<file path="config.mk">
export PLATFORM = sky130hd
export DESIGN_NAME = dff_delay_line_param_flat
export DESIGN_NICKNAME = d
export VERILOG_FILES = /design/src/rtl/dff_delay_line_param_pkg.sv /design/src/rtl/dff_delay_line_param_if.sv /design/src/rtl/dff_delay_line_param_stage_vld.sv /design/src/rtl/dff_delay_line_param.sv /design/src/flat_wrapper.sv
export SDC_FILE = /design/constraint.sdc
export NUM_CORES = 1
export LEC_CHECK = 0
export CAP_MARGIN = 40
export CELL_PAD_IN_SITES_DETAIL_PLACEMENT = 0
export CELL_PAD_IN_SITES_GLOBAL_PLACEMENT = 1
export CORE_UTILIZATION = 30
export CTS_CLUSTER_SIZE = 25
export DETAILED_ROUTE_END_ITERATION = 12
export PLACE_DENSITY_LB_ADDON = 0.1
export SLEW_MARGIN = 20
export SYNTH_ARGS = -nofsm -noshare
export SYNTH_HDL_FRONTEND = slang
export SYNTH_HIERARCHICAL = 1
export SYNTH_SLANG_ARGS = --single-unit
export TNS_END_PERCENT = 5
</file>
<file path="constraint.sdc">
create_clock -name CLK -period 2.1 [get_ports CLK]
set_clock_uncertainty 0.05 [all_clocks]
set_input_delay 0.63 -clock CLK [delete_from_list [all_inputs] [get_ports CLK]]
set_output_delay 0.63 -clock CLK [all_outputs]
set_load 0.01 [all_outputs]
</file>
<file path="src/rtl/dff_delay_line_param_pkg.sv">
// Shared definitions for the parametrised delay line: width derivation helpers
// and the per-edge operation encoding (clear beats shift beats hold).
package dff_delay_line_param_pkg;

  function automatic int clog2(input int n);
    int r;
    int v;
    r = 0;
    v = n - 1;
    while (v > 0) begin
      r = r + 1;
      v = v >> 1;
    end
    return r;
  endfunction

  // Tap select is at least one bit wide so a single-stage build still has a port.
  function automatic int tap_width(input int depth);
    return (clog2(depth) < 1) ? 1 : clog2(depth);
  endfunction

  function automatic int cnt_width(input int depth);
    return clog2(depth + 1);
  endfunction

  typedef enum logic [1:0] {
    OP_HOLD  = 2'd0,
    OP_SHIFT = 2'd1,
    OP_CLEAR = 2'd2
  } stage_op_e;

  // Reset and flush share one clear path; enable only matters when neither is set.
  function automatic stage_op_e decode_op(input logic rst, input logic flush, input logic en);
    stage_op_e op;
    if (rst || flush) begin
      op = OP_CLEAR;
    end else if (en) begin
      op = OP_SHIFT;
    end else begin
      op = OP_HOLD;
    end
    return op;
  endfunction

endpackage

</file>
<file path="src/rtl/dff_delay_line_param_if.sv">
// Data/control bundle of the delay line; master drives the input word, slave is the line itself.
interface dff_delay_line_param_if
  import dff_delay_line_param_pkg::*;
#(
  parameter int WIDTH = 8,
  parameter int DEPTH = 4
);
  localparam int TAP_W = tap_width(DEPTH);
  localparam int CNT_W = cnt_width(DEPTH);

  logic             i_en;
  logic             i_flush;
  logic             i_valid;
  logic [WIDTH-1:0] i_data;
  logic [TAP_W-1:0] i_tap;
  logic [WIDTH-1:0] o_data;
  logic             o_valid;
  logic [CNT_W-1:0] o_vcount;
  logic [WIDTH-1:0] o_last;

  modport master (
    output i_en, i_flush, i_valid, i_data, i_tap,
    input  o_data, o_valid, o_vcount, o_last
  );

  modport slave (
    input  i_en, i_flush, i_valid, i_data, i_tap,
    output o_data, o_valid, o_vcount, o_last
  );
endinterface

</file>
<file path="src/rtl/dff_delay_line_param_stage_vld.sv">
// One delay stage: WIDTH data flops plus a valid flop, with synchronous clear and load enable.
module dff_stage_vld #(
  parameter int WIDTH = 8
) (
  input  logic             CLK,
  input  logic             en,
  input  logic             clr,
  input  logic [WIDTH-1:0] d,
  input  logic             v,
  output logic [WIDTH-1:0] q,
  output logic             q_vld
);
  logic [WIDTH-1:0] data_reg;
  logic             vld_reg;

  always_ff @(posedge CLK) begin
    if (clr) begin
      data_reg <= '0;
      vld_reg  <= 1'b0;
    end else if (en) begin
      data_reg <= d;
      vld_reg  <= v;
    end
  end

  assign q     = data_reg;
  assign q_vld = vld_reg;
endmodule

</file>
<file path="src/rtl/dff_delay_line_param.sv">
// WIDTH x DEPTH flop delay line with per-stage valid, stall, flush, a run-time
// output tap (clamped to the last stage) and a registered count of valid stages.
module dff_delay_line_param
  import dff_delay_line_param_pkg::*;
#(
  parameter int WIDTH        = 8,
  parameter int DEPTH        = 4,
  parameter int ZERO_INVALID = 1
) (
  input logic CLK,
  input logic RST,
  dff_delay_line_param_if.slave bus
);
  localparam int TAP_W = tap_width(DEPTH);
  localparam int CNT_W = cnt_width(DEPTH);
  localparam logic [TAP_W-1:0] LAST_TAP = TAP_W'(DEPTH - 1);

  stage_op_e        stage_op;
  logic             stage_clr;
  logic             stage_en;
  logic [WIDTH-1:0] head_data;
  logic [WIDTH-1:0] stage_data [DEPTH];
  logic [DEPTH-1:0] stage_vld;
  logic [TAP_W-1:0] tap_sel;
  logic [CNT_W-1:0] count_reg;
  logic [CNT_W-1:0] count_next;

  assign stage_op  = decode_op(RST, bus.i_flush, bus.i_en);
  assign stage_clr = (stage_op == OP_CLEAR);
  assign stage_en  = (stage_op == OP_SHIFT);

  // An invalid word is optionally scrubbed so stale data never travels down the line.
  assign head_data = ((ZERO_INVALID != 0) && !bus.i_valid) ? '0 : bus.i_data;

  generate
    for (genvar gi = 0; gi < DEPTH; gi++) begin : g_stage
      logic [WIDTH-1:0] d_in;
      logic             v_in;
      if (gi == 0) begin : g_head
        assign d_in = head_data;
        assign v_in = bus.i_valid;
      end else begin : g_body
        assign d_in = stage_data[gi-1];
        assign v_in = stage_vld[gi-1];
      end
      dff_stage_vld #(
        .WIDTH (WIDTH)
      ) u_stage (
        .CLK   (CLK),
        .en    (stage_en),
        .clr   (stage_clr),
        .d     (d_in),
        .v     (v_in),
        .q     (stage_data[gi]),
        .q_vld (stage_vld[gi])
      );
    end
  endgenerate

  // A power-of-two depth can address every tap code, so no clamp is needed there.
  generate
    if (DEPTH == (1 << TAP_W)) begin : g_tap_full
      assign tap_sel = bus.i_tap;
    end else begin : g_tap_clamp
      assign tap_sel = (bus.i_tap > LAST_TAP) ? LAST_TAP : bus.i_tap;
    end
  endgenerate

  // Word entering minus word leaving; the difference keeps the count equal to popcount(vld).
  always_comb begin
    count_next = count_reg;
    if (stage_en) begin
      count_next = count_reg + CNT_W'(bus.i_valid) - CNT_W'(stage_vld[DEPTH-1]);
    end
  end

  always_ff @(posedge CLK) begin
    if (stage_clr) begin
      count_reg <= '0;
    end else begin
      count_reg <= count_next;
    end
  end

  assign bus.o_data   = stage_data[tap_sel];
  assign bus.o_valid  = stage_vld[tap_sel];
  assign bus.o_vcount = count_reg;
  assign bus.o_last   = stage_data[DEPTH-1];
endmodule

</file>
<file path="src/flat_wrapper.sv">
// flat-port wrapper written by rule: the top's interface ports become plain ports
module dff_delay_line_param_flat import dff_delay_line_param_pkg::*;
#(
  parameter int WIDTH        = 8,
  parameter int DEPTH        = 4,
  parameter int ZERO_INVALID = 1
)
  (CLK, RST, bus_i_en, bus_i_flush, bus_i_valid, bus_i_data, bus_i_tap, bus_o_data, bus_o_valid, bus_o_vcount, bus_o_last);
  dff_delay_line_param_if #(.WIDTH(WIDTH), .DEPTH(DEPTH)) bus_i ();
  input logic CLK;
  input logic RST;
  input wire logic [$bits(bus_i.i_en)-1:0] bus_i_en;
  input wire logic [$bits(bus_i.i_flush)-1:0] bus_i_flush;
  input wire logic [$bits(bus_i.i_valid)-1:0] bus_i_valid;
  input wire logic [$bits(bus_i.i_data)-1:0] bus_i_data;
  input wire logic [$bits(bus_i.i_tap)-1:0] bus_i_tap;
  output wire logic [$bits(bus_i.o_data)-1:0] bus_o_data;
  output wire logic [$bits(bus_i.o_valid)-1:0] bus_o_valid;
  output wire logic [$bits(bus_i.o_vcount)-1:0] bus_o_vcount;
  output wire logic [$bits(bus_i.o_last)-1:0] bus_o_last;
  assign bus_i.i_en = bus_i_en;
  assign bus_i.i_flush = bus_i_flush;
  assign bus_i.i_valid = bus_i_valid;
  assign bus_i.i_data = bus_i_data;
  assign bus_i.i_tap = bus_i_tap;
  assign bus_o_data = bus_i.o_data;
  assign bus_o_valid = bus_i.o_valid;
  assign bus_o_vcount = bus_i.o_vcount;
  assign bus_o_last = bus_i.o_last;
  dff_delay_line_param #(.WIDTH(WIDTH), .DEPTH(DEPTH), .ZERO_INVALID(ZERO_INVALID)) u_core (.CLK(CLK), .RST(RST), .bus(bus_i));
endmodule
</file>
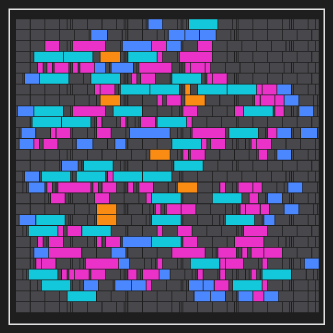
Figure 1: run 1, cell classes on the final placement.
(4 px per um) Fill, decap, tap and diode cells in grey.
Key: remaining logic cells = magenta [cells 107]; clock drivers and dummy loads = orange [cells 8]; remaining buffers and delay cells = blue [cells 45]; registers = cyan [cells 39]
core area: 5570 um2
utilization after layout: 42.3%

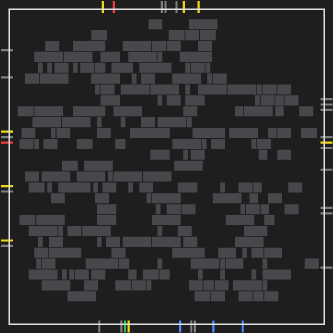
Figure 2: run 1, ports around the boundary.
(4 px per um) Pins as bars across the die edge, other pins in grey.
Key: `bus_i_tap` = red [pins 2, direction input, edge 1 top, 1 left]; `bus_o_data` = yellow [pins 8, direction output, edge 3 top, 3 left, 1 right, 1 bottom]; `bus_i_flush` = green [pins 1, direction input, edge bottom]; `bus_o_vcount` = blue [pins 3, direction output, edge bottom]
die width: 78.4 um
PortBufs: 34
Vert. Die Dim: 78.4 um

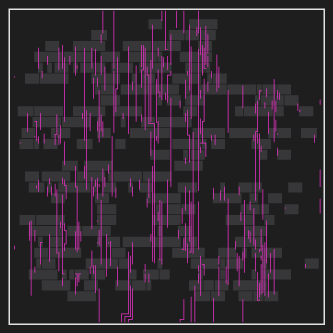
Figure 3: run 1, metal 2.
(4 px per um) Cells faint in the background.
The layer carries 1560 um of wire. 169 nets have wire on it. The layer holds 42% of the routed length. The longest straight run is 35.4 um. The wires run mostly vertical.
final wirelength: 3690 um
GRT met2 Usage: 18.0%
via count: 1205

[run 1: final timing paths]
| path | startpoint | to | slack [ps] | cells after the start |
|---|---|---|---|---|
| min | u_core/g_stage[1].u_stage/q[6] | u_core/g_stage[2].u_stage/q[6] | 460 | 2 |
| max reg2reg | u_core/bus.o_vcount[0] | u_core/bus.o_vcount[2] | 190 | 9 |
| max | bus_i_tap[0] | bus_o_data[2] | -90 | 4 |
| min reg2reg | u_core/g_stage[1].u_stage/q[6] | u_core/g_stage[2].u_stage/q[6] | 460 | 2 |
[run 1: state kept, by name, indices dropped and copies added, names as in the netlist]
| name | flops |
|---|---|
| u_core/bus.o_vcount | 3 |
| u_core/g_stage.u_stage/q_vld | 4 |
| u_core/g_stage.u_stage/q | 32 |
[run 1: power by group]
part	switching [mW]	leakage [nW]	internal [mW]	total (mW)
combinational	0.0601	0.479	0.0766	0.137
clock	0.251	0.0515	0.300	0.550
sequential	0.00332	0.314	0.742	0.746
total	0.314	0.845	1.12	1.43
[run 1: metal layers]
metal | GRT usage, % | part of all wire, %
met5 | 0 | 0
met1 | 18.9 | 52
met4 | 5.00 | 0.51
met3 | 4.77 | 4.9
met2 | 18.0 | 42
[run 1: cells by family after synthesis]
logic type | count (synthesis) | synth area share (%)
and+or+nand+nor | 49 | 11.8
AOI/OAI and AO/OA | 3 | 1.65
xor gates and xnor gates | 1 | 0.501
DFF | 39 | 44.6
adders and majority gates | 3 | 2.57
buffers and inverters | 16 | 6.08
muxes | 46 | 32.8
[run 1: cell type report]
class | instances | share of cell area, %
multi-input combinational | 102 | 37.2
timing repair buffer | 45 | 20.8
tap | 72 | 3.82
sequential | 39 | 33.1
inverter | 5 | 0.796
clock buffer | 8 | 4.24
[run 1: critical path, delay by kind of cell]
family	cells	cell delay [ps]
multiplexers	1	520
buffers and inverters	3	350
[run 1: repair_timing]
action                     4_1_cts  5_1_grt
hold buffers                     0        0
buffers inserted                 0        0
cloned                           1        0
gates resized                   52        6
setup endpoints to repair        9       10
[run 1: metrics by stage]
stage	util [%]	area, um2	worst slack (ps)	hold WS (ps)
finish	42.3	2360	-86.4	465
global route	42.3	2360	-105	509
CTS	41.7	2320	-90.5	475
detailed placement	39.5	2200	-890	456
global placement	39.5	2200	-882	444
floorplan	-	1750	114	427
[run 1: layout by cell type (no fill, tap or decap)]
| cell | Yosys | routed |
|---|---|---|
| dfxtp_1 | 39 | 39 |
| buf_16 | 0 | 1 |
| inv_1 | 5 | 5 |
| buf_6 | 6 | 11 |
| fa_1 | 1 | 1 |
| or2_1 | 1 | 1 |
| and2_1 | 8 | 8 |
| nor2_4 | 0 | 1 |
| a211oi_1 | 1 | 1 |
| xor2_2 | 0 | 1 |
| ha_1 | 2 | 2 |
| mux4_2 | 9 | 9 |
| buf_4 | 0 | 6 |
| a31o_1 | 1 | 1 |
| a211oi_2 | 1 | 1 |
| clkdlybuf4s50_1 | 0 | 23 |
| buf_12 | 0 | 2 |
| nor2_1 | 40 | 39 |
| mux2i_1 | 37 | 37 |
| clkdlybuf4s15_1 | 0 | 1 |
| buf_8 | 0 | 1 |
| clkbuf_1 | 0 | 1 |
| clkbuf_8 | 0 | 7 |
==> impl_metrics.csv, run 1 <==
group,metric,value,unit
detailed_routing,drtIter0Drc,26,
global_route,antenna_found_initial,0,
final_timing,rsz0062_at_grt,"yes",
placed_design,place_inst,262,
final_timing,max_freq,457,MHz
placed_design,gp_congestion,0.647,
final_timing,worstMarginPinSlew,253,ps
final_timing,period_needed,2190,ps
synth,yosysTopAreaCell,"dfxtp_1",
detailed_routing,dr.pass1.iters,5,
setup_path,cpMaxStageDelayCell,"mux4_2",
clocking,cts_sinks,39,
final_timing,post-route-period-util,104,%
placed_design,hpwl,2490,um
power,ir_worst_vdd,0.290,mV
final_timing,slew_violations,0,
final_timing,setup_ws,-86.4,ps
synth,avgSynthCellArea,11.1,um2
clocking,cts-root-buf,"clkbuf_8",
floorplanning,rows,27,
clocking,clkSlewWorstSetupHoldPaths,80,ps
final_timing,hold_viol_final,0,
global_route,grt_pass1_vias,1176,
run,maxCapViolCount,0,
setup_path,worstPathRequired,1420,ps
detailed_routing,ant_nets,0,
synth,ys_cells,157,
global_route,grt_pass1_wl,6020,um
synth,synth_top_area_share,44.6,%
power,power.total,1.43,mW
outcome,status,"finished, violations left",
final_timing,tns,-601,ps
global_route,grt_use_total,13.2,%
cells_and_area,final_nets,216,
detailed_routing,drc_errors,0,
clocking,numCtsBuffers,5,
final_timing,setup_violations,9,
min_path,hold_path_class,"reg -> reg",
synth,synthFlopType,"dfxtp_1",
detailed_routing,wl_per_cell,13.6,um
outcome,violations,"setup timing",
cells_and_area,combGateArea,877,um2
synth,yosys_warnings,6,
power,p_leak,0.845,nW
==> run 2: changes to the inputs <==
- SLEW_MARGIN: 20 -> 10
- SYNTH_HIERARCHICAL: 1 -> not set
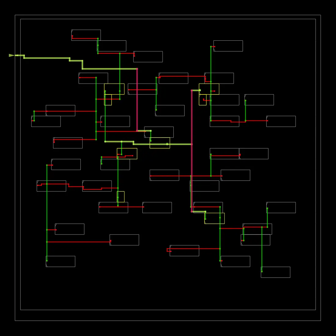
Figure 4: run 2, clock wiring as the flow saved it.
flop count: 39
cts bufs inserted: 5
Num Clock Sinks: 39
# clk buffers: 5

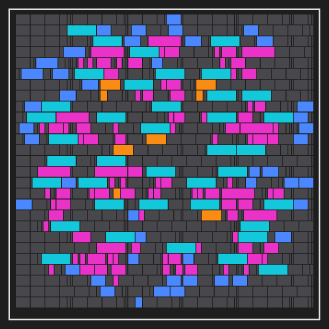
Figure 5: run 2, cell classes on the final placement.
(4 px per um) Fill, decap, tap and diode cells in grey.
Key: remaining logic cells = magenta [cells 101]; registers = cyan [cells 39]; clock drivers and dummy loads = orange [cells 8]; remaining buffers and delay cells = blue [cells 45]
core area: 5470 um2
FP Rows: 27

==> run 2 against run 1 <==
  * The run still ends with setup timing left
  * First-iteration DRC count rose by 42%
  * Sequential cell count unchanged
  * Non-clock buffer count is the same
  * Die area is 3.0% lower
  * Largest cell class unchanged
  * Largest power group unchanged
  * Highest routed layer unchanged
==> impl_metrics.csv, run 2 <==
group,metric,value,unit
final_timing,rsz0062_at_grt,"yes",
synth,synth_top_area_share,46.1,%
final_timing,setup_ws,-58.8,ps
setup_path,crit_family,"multiplexers",
setup_path,crit_path_start,"bus_i_tap[0]",
power,p_leak,0.896,nW
global_route,met3_usage,3.10,%
clocking,clkSlewWorstSetupHoldPaths,70,ps
final_timing,max_freq,463,MHz
synth,avgSynthCellArea,11.2,um2
setup_path,cpMaxStageDelayCell,"mux4_2",
setup_path,worstPathRequired,1420,ps
detailed_routing,drtIter0Drc,37,
synth,yosysTopAreaCell,"dfxtp_1",
outcome,status,"finished, violations left",
cells_and_area,lay_top_cells,"39 x dfxtp_1, 38 x nor2_1, 29 x mux2i_1",
global_route,grtUsageMet1,16.1,%
cells_and_area,largest_reg_flops,32,
detailed_routing,wl_per_cell,13.0,um
global_route,grt_pass1_wl,5590,um
final_timing,worstMarginPinSlew,403,ps
detailed_routing,dr.pass1.iters,4,
floorplanning,die_x,77.2,um
outcome,violations,"setup timing",
power,power.total,1.37,mW
global_route,grt_use_total,12.3,%
synth,synthFlopType,"dfxtp_1",
min_path,hold_start,"u_core.g_stage[3].u_stage.q[0]",
clocking,cts_hold_buf,0,
synth,yosys_warnings,0,
placed_design,gp_congestion,0.712,
run,maxCapViolCount,0,
placed_design,hpwl,2430,um
final_timing,hold-worst-slack,468,ps
placed_design,portBuffers,34,
cells_and_area,final_nets,210,
global_route,use_met2,18.8,%
detailed_routing,ant_nets,0,
final_timing,hold_viol_final,0,
global_route,grt_pass1_vias,1144,
synth,ys_cells,151,
cells_and_area,final_common_cell,"dfxtp_1",
final_timing,setup_violations,9,
setup_path,critPathBufInv,3,
final_timing,tns,-397,ps
final_timing,slew_violations,0,
global_route,antenna_found_initial,0,
global_route,top_usage_layer,"met2",
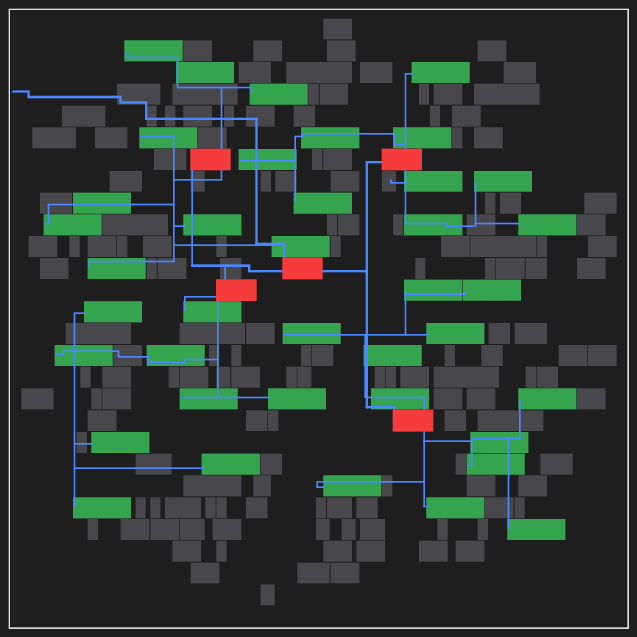
Figure 6: run 2, clock network drawn from the DEF.
(8 px per um)
Key: flip-flops = green [count 39]; clock-net drivers = red [count 5]; clock wires = blue [length 516 um]
There are 6 routed clock nets.
power in the clock group: 0.490 mW
clock power share: 35.7%

## run 2: cell types whose count changed after synthesis, moves of 2 or more
| cell | change |
|---|---|
| a22oi_1 | +8 |
| nor2_1 | -2 |
| mux2i_1 | -8 |
| buf_4 | +3 |
| and2_1 | -7 |
| buf_2 | +2 |
| buf_1 | -4 |
## run 2: final cells by class
| cell class | count | area [um2] | share of cell area [%] |
|---|---|---|---|
| timing repair buffer | 45 | 458 | 20.6 |
| clock buffer | 5 | 68.8 | 3.09 |
| tap | 72 | 90.1 | 4.04 |
| sequential | 39 | 781 | 35.1 |
| multi-input combinational | 95 | 792 | 35.6 |
| inverter | 6 | 22.5 | 1.01 |
| clock inverter | 3 | 15.0 | 0.674 |
## run 2: stage by stage
| stage | utilization, % | worst slack [ps] | cell area (um2) |
|---|---|---|---|
| global route | 40.7 | -76.9 | 2230 |
| floorplan | - | 128 | 1700 |
| CTS | 40.2 | -65.4 | 2200 |
| finish | 40.7 | -58.8 | 2230 |
| global placement | 38.3 | -879 | 2100 |
| detailed placement | 38.3 | -882 | 2100 |
## run 2: path summary, 6_finish.rpt
| kind | endpoint | slack (ps) | cells after the start |
|---|---|---|---|
| setup reg to reg | u_core.bus.o_vcount[2] | 230 | 8 |
| hold reg to reg | u_core.g_stage[3].u_stage.q[0] | 470 | 2 |
| setup / recovery | bus_o_data[2] | -60 | 4 |
| hold / removal | u_core.g_stage[3].u_stage.q[0] | 470 | 2 |
## run 2: kinds of logic after synthesis
logic type / share of synthesized area, %
flops: 46.1
fa+ha+maj: 2.66
mux: 29.1
xor+xnor: 0.517
buf+inv: 7.23
compound gates: 4.35
simple gates: 10.1
## run 2: per-layer routing
| metal | vias up | routed length (um) |
|---|---|---|
| li1 | 599 | - |
| met1 | 559 | 1700 |
| met2 | 24 | 1550 |
| met3 | 5 | 144 |
| met4 | 0 | 46 |
| met5 | - | 0 |
## run 2: worst reg2reg max path, cell delays in order, from the launching register on
cell and delay, ps:
dfxtp_1 350, inv_1 50, ha_1 270, inv_1 40
ha_1 180, fa_1 370, xnor2_1 170, a211o_1 300
nand2_1 50
## run 2: report_power, final
group / switching (mW) / internal [mW] / total [mW] / leakage [nW]
clock network: 0.262 / 0.227 / 0.490 / 0.0477
logic: 0.0594 / 0.0731 / 0.132 / 0.534
registers: 0.00429 / 0.744 / 0.749 / 0.315
total: 0.326 / 1.04 / 1.37 / 0.896
## run 2: what timing repair did
item | in CTS | in global routing
endpoints found under the setup margin | 9 | 9
setup buffers | 1 | 0
gates resized | 58 | 4
Power figures rest on the tool's default switching activity, not on a simulated workload.
